Fig. 1: placement by cell class
Drawn at 4 px/um. Fill, decap, tap and diode cells in gray.
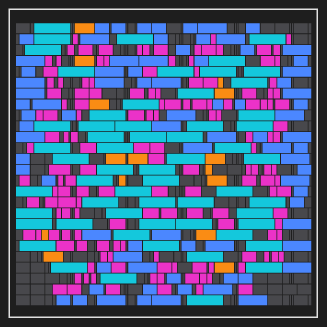
Fig. 2: the clock network
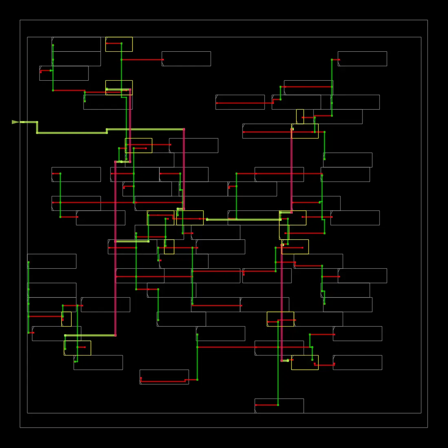
Fig. 3: the metal 2 layer
Drawn at 4 px/um.
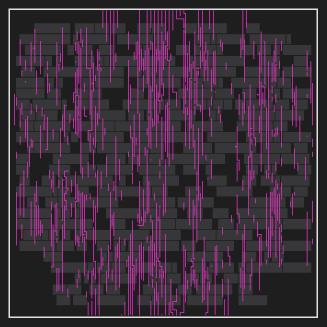
Fig. 4: clock distribution
Drawn at 8 px/um.
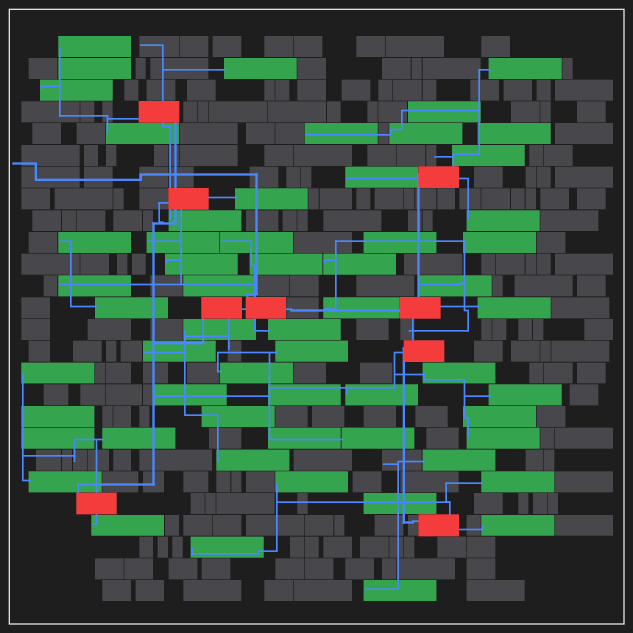
`src/rtl/n_term_loopback_matrix_cfg.sv`:
```
// North-edge terminator: loops north wire groups back south, with a per-group routing mode
// (mirror, registered mirror, straight, tie-low) loaded through a serial config register.
module n_term_loopback_matrix_cfg #(
  parameter int unsigned W1           = 4,
  parameter int unsigned W2           = 8,
  parameter int unsigned W4           = 16,
  parameter int unsigned DELAY        = 1,
  parameter int unsigned NoConfigBits = 8
) (
  input  logic          UserCLK,
  input  logic          UserRST,
  input  logic          ConfigIn,
  input  logic          ConfigShift,
  input  logic          ConfigLatch,
  output logic          ConfigLoaded,
  output logic          ConfigError,
  input  logic [W1-1:0] N1END,
  input  logic [W2-1:0] N2MID,
  input  logic [W2-1:0] N2END,
  input  logic [W4-1:0] N4END,
  output logic [W1-1:0] S1BEG,
  output logic [W2-1:0] S2BEG,
  output logic [W2-1:0] S2BEGb,
  output logic [W4-1:0] S4BEG
);

  localparam logic [3:0] CntFull = 4'(NoConfigBits);

  logic [NoConfigBits-1:0] shadow_q, shadow_d;
  logic [NoConfigBits-1:0] active_q, active_d;
  logic [3:0]              cnt_q, cnt_d;
  logic                    loaded_q, loaded_d;
  logic                    error_q, error_d;

  // Commit decision uses the pre-shift count, but the committed data includes a same-cycle shift.
  always_comb begin
    shadow_d = shadow_q;
    active_d = active_q;
    cnt_d    = cnt_q;
    loaded_d = 1'b0;
    error_d  = error_q;
    if (ConfigShift) begin
      shadow_d = {shadow_q[NoConfigBits-2:0], ConfigIn};
      if (cnt_q != CntFull) cnt_d = cnt_q + 4'd1;
    end
    if (ConfigLatch) begin
      if (cnt_q == CntFull) begin
        active_d = shadow_d;
        loaded_d = 1'b1;
      end else begin
        error_d = 1'b1;
      end
      cnt_d = ConfigShift ? 4'd1 : 4'd0;
    end
  end

  always_ff @(posedge UserCLK or posedge UserRST) begin
    if (UserRST) begin
      shadow_q <= '0;
      active_q <= '0;
      cnt_q    <= '0;
      loaded_q <= 1'b0;
      error_q  <= 1'b0;
    end else begin
      shadow_q <= shadow_d;
      active_q <= active_d;
      cnt_q    <= cnt_d;
      loaded_q <= loaded_d;
      error_q  <= error_d;
    end
  end

  assign ConfigLoaded = loaded_q;
  assign ConfigError  = error_q;

  logic [W1-1:0] mir1;
  logic [W2-1:0] mir2, mir2b;
  logic [W4-1:0] mir4;

  for (genvar i = 0; i < W1; i++) begin : g_mir1
    assign mir1[i] = N1END[W1-1-i];
  end
  for (genvar i = 0; i < W2; i++) begin : g_mir2
    assign mir2[i]  = N2MID[W2-1-i];
    assign mir2b[i] = N2END[W2-1-i];
  end
  for (genvar i = 0; i < W4; i++) begin : g_mir4
    assign mir4[i] = N4END[W4-1-i];
  end

  // Chains run every cycle regardless of mode so switching to mode 01 shows real history.
  logic [W1-1:0] dly1_q  [DELAY];
  logic [W2-1:0] dly2_q  [DELAY];
  logic [W2-1:0] dly2b_q [DELAY];
  logic [W4-1:0] dly4_q  [DELAY];

  always_ff @(posedge UserCLK or posedge UserRST) begin
    if (UserRST) begin
      for (int unsigned k = 0; k < DELAY; k++) begin
        dly1_q[k]  <= '0;
        dly2_q[k]  <= '0;
        dly2b_q[k] <= '0;
        dly4_q[k]  <= '0;
      end
    end else begin
      dly1_q[0]  <= mir1;
      dly2_q[0]  <= mir2;
      dly2b_q[0] <= mir2b;
      dly4_q[0]  <= mir4;
      for (int unsigned k = 1; k < DELAY; k++) begin
        dly1_q[k]  <= dly1_q[k-1];
        dly2_q[k]  <= dly2_q[k-1];
        dly2b_q[k] <= dly2b_q[k-1];
        dly4_q[k]  <= dly4_q[k-1];
      end
    end
  end

  always_comb begin
    S1BEG = '0;
    unique case (active_q[1:0])
      2'b00:   S1BEG = mir1;
      2'b01:   S1BEG = dly1_q[DELAY-1];
      2'b10:   S1BEG = N1END;
      default: S1BEG = '0;
    endcase
  end

  always_comb begin
    S2BEG = '0;
    unique case (active_q[3:2])
      2'b00:   S2BEG = mir2;
      2'b01:   S2BEG = dly2_q[DELAY-1];
      2'b10:   S2BEG = N2MID;
      default: S2BEG = '0;
    endcase
  end

  always_comb begin
    S2BEGb = '0;
    unique case (active_q[5:4])
      2'b00:   S2BEGb = mir2b;
      2'b01:   S2BEGb = dly2b_q[DELAY-1];
      2'b10:   S2BEGb = N2END;
      default: S2BEGb = '0;
    endcase
  end

  always_comb begin
    S4BEG = '0;
    unique case (active_q[7:6])
      2'b00:   S4BEG = mir4;
      2'b01:   S4BEG = dly4_q[DELAY-1];
      2'b10:   S4BEG = N4END;
      default: S4BEG = '0;
    endcase
  end

endmodule
```
`config.mk`:
```
export PLATFORM = sky130hd
export DESIGN_NAME = n_term_loopback_matrix_cfg
export DESIGN_NICKNAME = d
export VERILOG_FILES = /design/src/rtl/n_term_loopback_matrix_cfg.sv
export SDC_FILE = /design/constraint.sdc
export NUM_CORES = 1
export LEC_CHECK = 0
export CAP_MARGIN = 10
export CORE_UTILIZATION = 46
export DETAILED_ROUTE_END_ITERATION = 10
export PLACE_DENSITY = 0.81
export SLEW_MARGIN = 20
export SYNTH_ARGS = -nofsm -noshare
export SYNTH_HDL_FRONTEND = slang
export SYNTH_SLANG_ARGS = --single-unit
```
`constraint.sdc`:
```
create_clock -name UserCLK -period 2.7 [get_ports UserCLK]
set_clock_uncertainty 0.1 [all_clocks]
set_input_delay 0.54 -clock UserCLK [delete_from_list [all_inputs] [get_ports UserCLK]]
set_output_delay 0.54 -clock UserCLK [all_outputs]
set_load 0.05 [all_outputs]
```
==> flow_metrics.py <==
# Flow results
metrics = {
    "clock_network": {
        "htreeDepth": 3,
        "cts_setup_buffers": 0,
        "clkTransAtPathRegs_ns": 0.06,
        "clk_latency_ns": 0.33,
        "hold_buffers": 0,
        "clk_path_buf_depth": 2,
        "cts-root-buf": "clkbuf_8",
        "cts_tree": "built",
        "numCtsBuffers": 9,
        "cts_resized": 1,
    },
    "global_route": {
        "grt_first_pass_wirelength_mm": 9.46,
        "grt_max_degree": 59,
        "overflow": 0,
        "gr-usage-all-layers_pct": 20.6,
        "grt_pass1_vias": 2029,
        "antenna_found_initial": 0,
    },
    "critical_path": {
        "cp-start-kind": "flip-flop",
        "critPathArrivalTime_ns": 1.82,
        "crit_chain": "nor2b_1 > buf_4 > nand2_1 > o21ai_0 > buf_12",
        "crit_family": "flip-flops",
        "crit_path_max_incr_delay_ns": 0.65,
        "worstSetupEndpointType": "primary output",
        "critPathKind": "reg2out",
        "slowest_stage": "dfrtp_1",
        "crit_buf_inv": 2,
        "cp.required_ns": 2.06,
        "worst-path-max-fanout": 18,
    },
    "layout": {
        "final_area_mm2": 0.00393,
        "finalNetCount": 343,
        "area_growth_pct": 53.3,
        "layout_top_cells": "57 x dfrtp_1, 42 x clkdlybuf4s50_1, 38 x nand2_1",
        "layout.cells.most_common": "dfrtp_1",
        "diodes": 0,
        "final_layout_size_suffix_gt1_share_pct": 25.3,
    },
    "detailed_routing": {
        "post_drt_wl_per_cell_um": 14.6,
        "ant_nets": 0,
        "drc": 0,
        "drt_first_iter_violations": 50,
        "drt_first_pass_iters": 4,
        "routed_via_density": 5.16,
    },
    "logic_synthesis": {
        "syn-cell-area_mm2": 0.00256,
        "postSynthAreaPerCell_um2": 11.5,
        "synth.yosys.warnings": 0,
        "yosysTopAreaCell": "dfrtp_1",
        "top_cells_by_area": "dfrtp_1 57%, mux2i_1 14%, o21ai_0 7.0%, mux2_2 7.0%, nand2_1 5.6%",
        "synth_cell_types": 27,
        "fp_nets": 265,
        "netlist.area_leader.share_pct": 56.6,
        "synth-seq-cells": 58,
        "yosys_area_mm2": 0.00256,
        "ys_cells": 222,
        "ys_seq_share_pct": 56.6,
        "netlist_instances": 222,
    },
    "floorplanning": {
        "die_area_mm2": 0.00588,
        "rows": 26,
        "core_region_area_mm2": 0.00524,
        "die-height_um": 76.7,
        "die_w_um": 76.7,
        "pin_count": 79,
        "floorplan.core_util_pct": 48.9,
    },
    "placed_design": {
        "dp_hpwl_mm": 3.92,
        "port_buffers": 78,
        "gp_congestion": 0.714,
        "place_area_mm2": 0.00375,
    },
    "power": {
        "combPwrFrac_pct": 21.2,
        "swShare_pct": 27.3,
        "leakagePower_uw": 0.00160,
        "switchingPower_uw": 573,
        "power_frac_seq_pct": 46.2,
        "p_clk_share_pct": 32.6,
        "fin_total_pwr_uw": 2100,
        "power_density_mw_per_mm2": 535,
        "ir_drop_mv": 0.356,
        "p_int_uw": 1530,
    },
    "outcome": {
        "status": "finished clean",
    },
    "flow_run": {
        "maxCapViolCount": 0,
        "warning_count": 27,
    },
    "sta": {
        "maxSlewViolCount": 0,
        "fin_crit_ns": 2.46,
        "final_hold_viol_count": 0,
        "slew_headroom_pct": 60.0,
        "rsz0062_at_grt": "no",
        "fmax_ghz": 0.407,
        "min_period_over_period_pct": 91.0,
        "setup_tns_ns": 0,
        "worst-slew-pin-transition_ns": 0.598,
        "setup_viol": 0,
    },
    "min_path": {
        "hp-class": "reg2reg",
    },
}
Notes on Fig. 1 above:
[orange] clock drivers and dummy loads | cells: 15 | share of their area: 4.4%
[magenta] remaining logic cells | cells: 150 | share of their area: 27%
[cyan] sequential cells | cells: 58 | share of their area: 38%
[blue] remaining buffers and delay cells | cells: 81 | share of their area: 31%

Notes on Fig. 2 above:
flop count: 58
Layout clock buffers: 12
clock sink count: 58

Notes on Fig. 3 above:
main direction: vertical
wire length on this layer: 2800 um
nets with wire on the layer: 301
share of all routed wire: 51%
longest straight run: 31.3 um
vias post-DR: 1929
met2 GRT Util: 35.5%
drt total wl: 5.46 mm

Notes on Fig. 4 above:
[red] clock-net drivers | count: 9
[green] flip-flops | count: 58
[blue] clock wires | length: 722 um
routed clock nets: 10

worst reg2reg max path: cells and delay by family (launching register included):
family | cells | cell delay [ns]
mux | 1 | 0.39
flops | 1 | 0.40
simple gates | 1 | 0.31
fa+ha+maj | 1 | 0.19
buf+inv | 1 | 0.10
synth_stat cells, drive strengths merged:
cell    number
dfrtp       58
a21oi        1
inv          4
clkbuf       5
a21o         1
xor2         1
o311ai       1
nand2       39
nand3        1
mux2        16
nand3b       1
o31ai        1
nor2b        4
nand4        1
buf          9
nor2         1
mux2i       36
nand4b       2
o21ai       36
and2         1
ha           2
or3b         1
path summary, 6_finish.rpt:
| kind | from | end | slack [ns] | cells after the start |
|---|---|---|---|---|
| max | active_q[6] | S4BEG[2] | 0.24 | 5 |
| min | ConfigError | ConfigError | 0.37 | 1 |
| max reg2reg | cnt_q[0] | active_q[7] | 1.09 | 4 |
| min reg2reg | ConfigError | ConfigError | 0.37 | 1 |
| max in group asynchronous | UserRST | active_q[7] | 1.74 | 3 |
| min in group asynchronous | UserRST | dly4_q[13] | 0.49 | 3 |
layout make-up:
| cell class | count | area [um2] |
|---|---|---|
| Clock buffer | 12 | 155 |
| Clock inverter | 3 | 15.0 |
| Inverter | 4 | 15.0 |
| Multi-Input combinational cell | 146 | 1030 |
| Fill cell | 346 | 1310 |
| Sequential cell | 58 | 1450 |
| Timing Repair Buffer | 81 | 1180 |
| Tap cell | 70 | 87.6 |
state kept, by name, indices dropped and copies added (netlist names), 4 cells and up:
| signal | cells |
|---|---|
| dly4_q | 16 |
| cnt_q | 4 |
| dly2b_q | 8 |
| shadow_q | 8 |
| dly2_q | 8 |
| active_q | 8 |
| dly1_q | 4 |
per-layer routing:
layer	up-vias	track usage [%]	part of all wire, %
li1	924	-	-
met1	941	24.7	43
met2	51	35.5	51
met3	13	3.81	3.5
met4	0	10.6	2.3
met5	-	0	0
power groups by stage:
stage / clock network [uW] / registers [uW] / logic [uW]
finish: 685 / 971 / 444
global route: 739 / 979 / 471
CTS: 708 / 972 / 448
detailed placement: 0 / 988 / 447
global placement: 0 / 983 / 437
floorplan: 0 / 969 / 257
through the flow:
| stage | hold WS, ns | cells | setup WS (ns) | utilization (%) |
|---|---|---|---|---|
| 2_1_floorplan | 0.369 | 222 | 0.125 | - |
| 3_3_place_gp | 0.347 | 359 | 0.404 | 71.7 |
| 3_5_place_dp | 0.365 | 359 | 0.319 | 71.7 |
| 4_1_cts | 0.380 | 374 | 0.143 | 74.9 |
| 5_1_grt | 0.393 | 374 | 0.112 | 75.0 |
| 6_report | 0.371 | 374 | 0.244 | 75.0 |
cell families (layout without fill, tap and decap cells):
| logic type | count (synthesis) | count (layout) | synth area share (%) |
|---|---|---|---|
| flip-flops | 58 | 58 | 56.6 |
| multiplexers | 52 | 52 | 21.1 |
| AND/OR/NAND/NOR | 51 | 51 | 9.22 |
| AND-OR/OR-AND | 40 | 40 | 8.30 |
| buffers and inverters | 18 | 100 | 3.46 |
| adder cells (fa/ha/maj) | 2 | 2 | 0.976 |
| XOR/XNOR | 1 | 1 | 0.342 |
Power and IR drop assume default switching activity.
